### Nets reached from selected ports

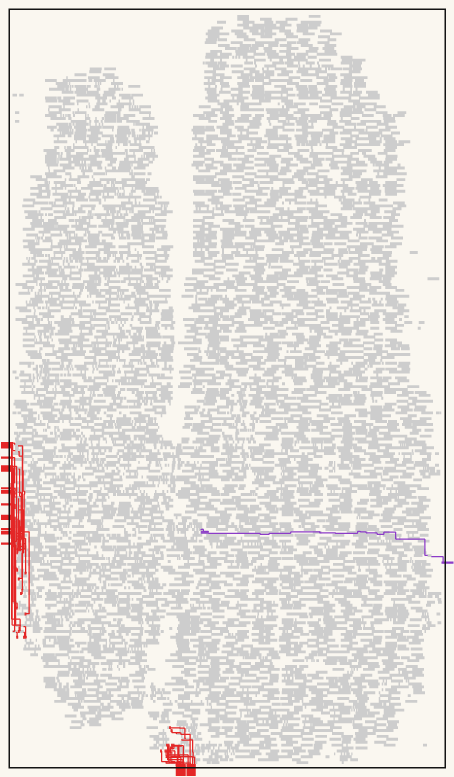
### Cell outlines without signal wires

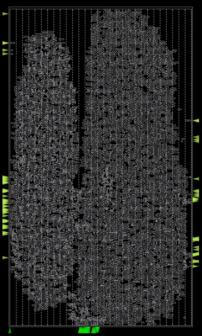
### Sequential cells colored by netlist name

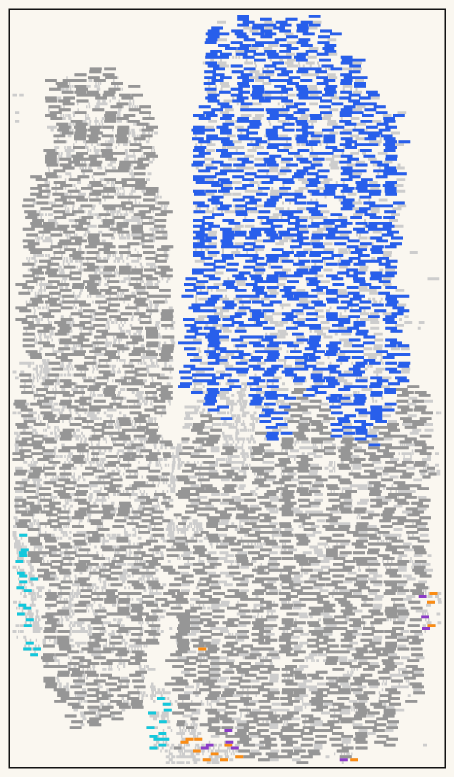
### Metal 3

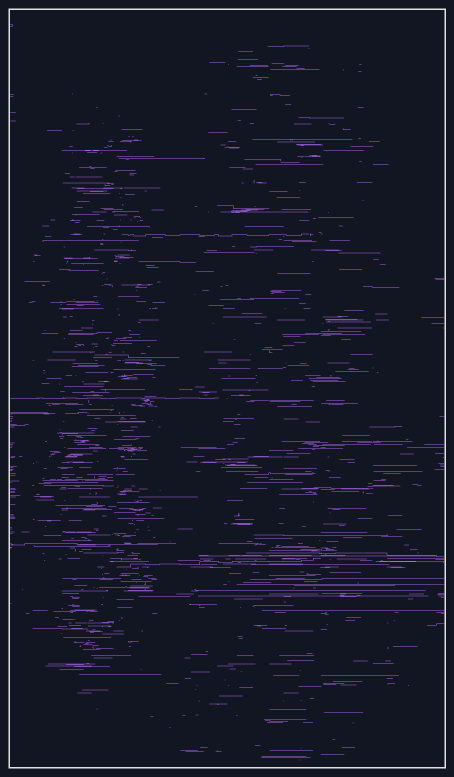
<file path="src/rtl/jttrack_objline.sv">
// Sprite line renderer: fetches one 16-pixel sprite row per request, colours it through the
// palette PROM and draws it into one half of a double line buffer while the other plays out.
module jttrack_objline #(
  parameter logic [7:0] HOFFSET = 8'd6
) (
  input  logic        clk,
  input  logic        rst_n,
  input  logic        pxl_cen,
  input  logic        cen2,
  input  logic        hinit_x,
  input  logic        LHBL,
  input  logic [8:0]  hdump,
  input  logic        draw,
  output logic        busy,
  input  logic [8:0]  code,
  input  logic [7:0]  xpos,
  input  logic [3:0]  pal,
  input  logic        hflip,
  input  logic        vflip,
  input  logic [3:0]  ysub,
  input  logic [7:0]  prog_addr,
  input  logic [3:0]  prog_data,
  input  logic        prog_en,
  output logic [13:0] rom_addr,
  output logic        rom_cs,
  input  logic [31:0] rom_data,
  input  logic        rom_ok,
  output logic [3:0]  pxl
);
  typedef enum logic [1:0] {IDLE, FETCH, WRITE} st_e;

  st_e         st_q, st_d;
  logic        busy_q, busy_d, half_q, half_d, hflip_q, hflip_d, vflip_q, vflip_d;
  logic        rom_cs_q, rom_cs_d, wr_sel_q, wr_sel_d;
  logic [2:0]  ix_q, ix_d;
  logic [8:0]  code_q, code_d;
  logic [7:0]  xpos_q, xpos_d;
  logic [3:0]  pal_q, pal_d, ysub_q, ysub_d, pxl_q, pxl_d;
  logic [31:0] pix_q, pix_d;
  logic [13:0] rom_addr_q, rom_addr_d;

  logic [3:0] prom  [256];
  logic [3:0] lbuf0 [256];
  logic [3:0] lbuf1 [256];

  logic [2:0]  nib_idx;
  logic [31:0] pix_sh;
  logic [3:0]  nib, colour, play;
  logic [8:0]  col_x;
  logic [7:0]  wr_addr, pl_addr;
  logic        we, erase;
  logic        unused_hdump;

  assign unused_hdump = hdump[8];
  assign nib_idx = hflip_q ? ~ix_q : ix_q;
  assign pix_sh  = pix_q << {nib_idx, 2'b00};
  assign nib     = pix_sh[31:28];
  assign colour  = prom[{pal_q, nib}];
  // 9-bit column so sprites running past 255 are clipped instead of wrapping
  assign col_x   = {1'b0, xpos_q} + {5'd0, half_q, ix_q};
  assign wr_addr = col_x[7:0] - HOFFSET;
  assign pl_addr = hdump[7:0];
  assign play    = wr_sel_q ? lbuf0[pl_addr] : lbuf1[pl_addr];
  assign erase   = rst_n && pxl_cen && LHBL;

  always_comb begin
    st_d = st_q; busy_d = busy_q; half_d = half_q; hflip_d = hflip_q; vflip_d = vflip_q;
    rom_cs_d = rom_cs_q; wr_sel_d = wr_sel_q; ix_d = ix_q; code_d = code_q;
    xpos_d = xpos_q; pal_d = pal_q; ysub_d = ysub_q; pix_d = pix_q;
    rom_addr_d = rom_addr_q; pxl_d = pxl_q;
    we = 1'b0;
    if (pxl_cen) pxl_d = LHBL ? play : 4'd0;
    if (cen2) begin
      if (hinit_x) begin
        wr_sel_d = ~wr_sel_q;
        st_d     = IDLE;
        busy_d   = 1'b0;
        rom_cs_d = 1'b0;
      end else begin
        case (st_q)
          FETCH: if (rom_ok) begin
            pix_d    = rom_data;
            ix_d     = 3'd0;
            rom_cs_d = 1'b0;
            st_d     = WRITE;
          end
          WRITE: begin
            we   = rst_n && (colour != 4'd0) && !col_x[8];
            ix_d = ix_q + 3'd1;
            if (ix_q == 3'd7) begin
              if (!half_q) begin
                half_d     = 1'b1;
                st_d       = FETCH;
                rom_cs_d   = 1'b1;
                rom_addr_d = {code_q, ysub_q ^ {4{vflip_q}}, ~hflip_q};
              end else begin
                busy_d = 1'b0;
                st_d   = IDLE;
              end
            end
          end
          default: ;
        endcase
      end
      // a line start frees the engine, so a coincident request lands in the new buffer
      if (draw && (!busy_q || hinit_x)) begin
        code_d = code; xpos_d = xpos; pal_d = pal; hflip_d = hflip; vflip_d = vflip;
        ysub_d = ysub; busy_d = 1'b1; half_d = 1'b0; st_d = FETCH; rom_cs_d = 1'b1;
        rom_addr_d = {code, ysub ^ {4{vflip}}, hflip};
      end
    end
  end

  always_ff @(posedge clk) begin
    if (!rst_n) begin
      st_q <= IDLE; busy_q <= 1'b0; half_q <= 1'b0; hflip_q <= 1'b0; vflip_q <= 1'b0;
      rom_cs_q <= 1'b0; wr_sel_q <= 1'b0; ix_q <= 3'd0; code_q <= 9'd0; xpos_q <= 8'd0;
      pal_q <= 4'd0; ysub_q <= 4'd0; pix_q <= 32'd0; rom_addr_q <= 14'd0; pxl_q <= 4'd0;
    end else begin
      st_q <= st_d; busy_q <= busy_d; half_q <= half_d; hflip_q <= hflip_d; vflip_q <= vflip_d;
      rom_cs_q <= rom_cs_d; wr_sel_q <= wr_sel_d; ix_q <= ix_d; code_q <= code_d; xpos_q <= xpos_d;
      pal_q <= pal_d; ysub_q <= ysub_d; pix_q <= pix_d; rom_addr_q <= rom_addr_d; pxl_q <= pxl_d;
    end
  end

  always_ff @(posedge clk) if (prog_en) prom[prog_addr] <= prog_data;

  // playback erases behind itself so each buffer is blank for its next draw turn
  always_ff @(posedge clk) begin
    if (we && !wr_sel_q)  lbuf0[wr_addr] <= colour;
    if (erase && wr_sel_q) lbuf0[pl_addr] <= 4'd0;
  end

  always_ff @(posedge clk) begin
    if (we && wr_sel_q)     lbuf1[wr_addr] <= colour;
    if (erase && !wr_sel_q) lbuf1[pl_addr] <= 4'd0;
  end

  assign busy     = busy_q;
  assign rom_cs   = rom_cs_q;
  assign rom_addr = rom_addr_q;
  assign pxl      = pxl_q;
endmodule

</file>
<file path="config.mk">
export PLATFORM = sky130hd
export DESIGN_NAME = jttrack_objline
export DESIGN_NICKNAME = d
export VERILOG_FILES = /design/src/rtl/jttrack_objline.sv
export SDC_FILE = /design/constraint.sdc
export NUM_CORES = 2
export LEC_CHECK = 0
export CORE_ASPECT_RATIO = 1.75
export CORE_MARGIN = 2
export CORE_UTILIZATION = 45
export CTS_CLUSTER_DIAMETER = 120
export CTS_CLUSTER_SIZE = 40
export DETAILED_ROUTE_END_ITERATION = 8
export HOLD_SLACK_MARGIN = 0.06
export MAX_ROUTING_LAYER = met4
export PLACE_DENSITY = 0.59
export SYNTH_ARGS = -nofsm -noshare
export SYNTH_HDL_FRONTEND = slang
export SYNTH_SLANG_ARGS = --single-unit
</file>
<file path="constraint.sdc">
create_clock -name clk -period 19.57 [get_ports clk]
set_input_delay 2.9355 -clock clk [delete_from_list [all_inputs] [get_ports clk]]
set_output_delay 2.9355 -clock clk [all_outputs]
set_load 0.01 [all_outputs]
</file>
==> flow_summary_export.csv <==
group,metric,value,unit
yosys,synthArstFlopShare,0,%
global_route,busiest_layer,"met2",
yosys,synth-xor-area-share,0.124,%
sta,whs,0.467,ns
cells_and_area,nonClkBufAreaFrac,1.69,%
cells_and_area,drive_gt1_share,14.2,%
place,port_buffers,107,
critical_path,worstPathMaxFanout,105,
critical_path,arrival,10.15,ns
global_route,grt_util_all_layers,23.9,%
clock_tree,clock_sinks,3158,
yosys,top_area_share,72.7,%
power,p_total,0.0116,W
yosys,synth_cells,7307,
floorplanning,placementRows,257,
sta,worst_slack,9.85,ns
drt,drtIter0Drc,5956,
sta,rsz0062_at_grt,"false",
yosys,yosysWarnings,0,
worst_hold_path,min_from,"code_q[0]$_SDFFE_PN0P_",
critical_path,crit_start,"hflip_q$_SDFFE_PN0P_",
cells_and_area,nets,7256,
worst_hold_path,hold_end,"code_q[0]$_SDFFE_PN0P_",
critical_path,slowest_stage,"nor2b_1",
yosys,synth_top_cell_by_count,"edfxtp_1",
drt,wl_met2,182000,µm
yosys,ys_sh_simple,7.64,%
drt,postRouteAntennaNets,0,
place,dp_hpwl,211000,µm
sta,fmax,103,MHz
yosys,aoi_share,2.95,%
clock_tree,cts.repair.resized,0,
critical_path,r2r_cells,18,
critical_path,crit_cells,18,
cells_and_area,flops,3158,
critical_path,crit_top_cell,"buf_4",
place,gp_congestion,0.858,
yosys,fp_nets,7406,
critical_path,cp_cell_sequence,"nor2b_1, buf_4, a22oi_1, o211ai_1, and2_4, buf_4, buf_12, nor2_4, buf_4, a32oi_1, a31oi_1, or4_1, nor4_2, nor4b_4, nor2_4, buf_4, buf_4, buf_4",
outcome,status,"complete, no violations",
floorplanning,dieHeight,706,µm
yosys,synth_flops,3158,
global_route,gr-usage-met1,27.0,%
clock_tree,cts_hold_buf,0,
cells_and_area,reg_top3,"lbuf0 x1024, lbuf1 x1024, prom x1024",
power,p_per_area,86.3,nW/µm²
critical_path,ff2ff_setup_slack,9.85,ns
drt,vias_per_cell,6.00,
drt,drc,0,
yosys,yosys.area.top_type,"edfxtp_1",
global_route,grt.overflow.total,0,
cells_and_area,comb_area_share,23.0,%
sta,timing.slew.headroom,2.48,%
yosys,syn_area,127000,µm²
flow_run,warning_count,62,
critical_path,crit-reg2reg-launch,"hflip_q$_SDFFE_PN0P_",
sta,finClkSkew,0.0595,ns
worst_hold_path,min_delay_path_depth,2,
place,pre_cts_ws,9.95,ns
clock_tree,clk_pin_slew,0.15,ns
critical_path,cp.required,20.00,ns
yosys,ys_types,96,
## Picture notes: 'Nets reached from selected ports'
[rom_cs] purple | bits: 1 | direction: output | end cells: 1 | wire: 265 µm
[rom_data] red | bits: 32 | direction: input | end cells: 32 | wire: 2,270 µm

## Picture notes: 'Cell outlines without signal wires'
num tapcells: 3,755
sequential share of cell area: 69.8%
Final Instance Count excl. Fillers: 10,977
Final Util: 48.1%

## Picture notes: 'Sequential cells colored by netlist name'
[rom_addr] orange | placed flops: 14
[lbuf0] blue | placed flops: 1,024
[code_q] purple | placed flops: 9
[pix_q] cyan | placed flops: 32
register area: 94,000 µm²
total sequential power: 0.00771 W

## Picture notes: 'Metal 3'
wire length on this layer: 16,400 µm
main direction: horizontal
nets with wire on the layer: 517
share of all routed wire: 4.9%
longest straight run: 221 µm

## cell usage in the layout, fill, tap and decap left out, drive strengths merged, types with 24 or more instances in the layout
master	count
a21oi	143
and3	71
a32oi	36
nand2	923
dfxtp	86
a211oi	49
nor2	625
nand3	172
mux2i	142
clkdlybuf4s50	97
edfxtp	3072
nor3	294
buf	152
nand4	52
a31oi	77
o22ai	24
a311oi	31
mux4	685
o21ai	47
clkbuf	137
## where the power goes
| part | total, W | internal [W] | leakage (nW) | switching (W) |
|---|---|---|---|---|
| logic | 0.00110 | 0.000280 | 10.2 | 0.000817 |
| registers | 0.00771 | 0.00770 | 28.3 | 0.00000873 |
| clock network | 0.00281 | 0.000895 | 1.23 | 0.00192 |
Power figures rest on the tool's default switching activity, not on a simulated workload.
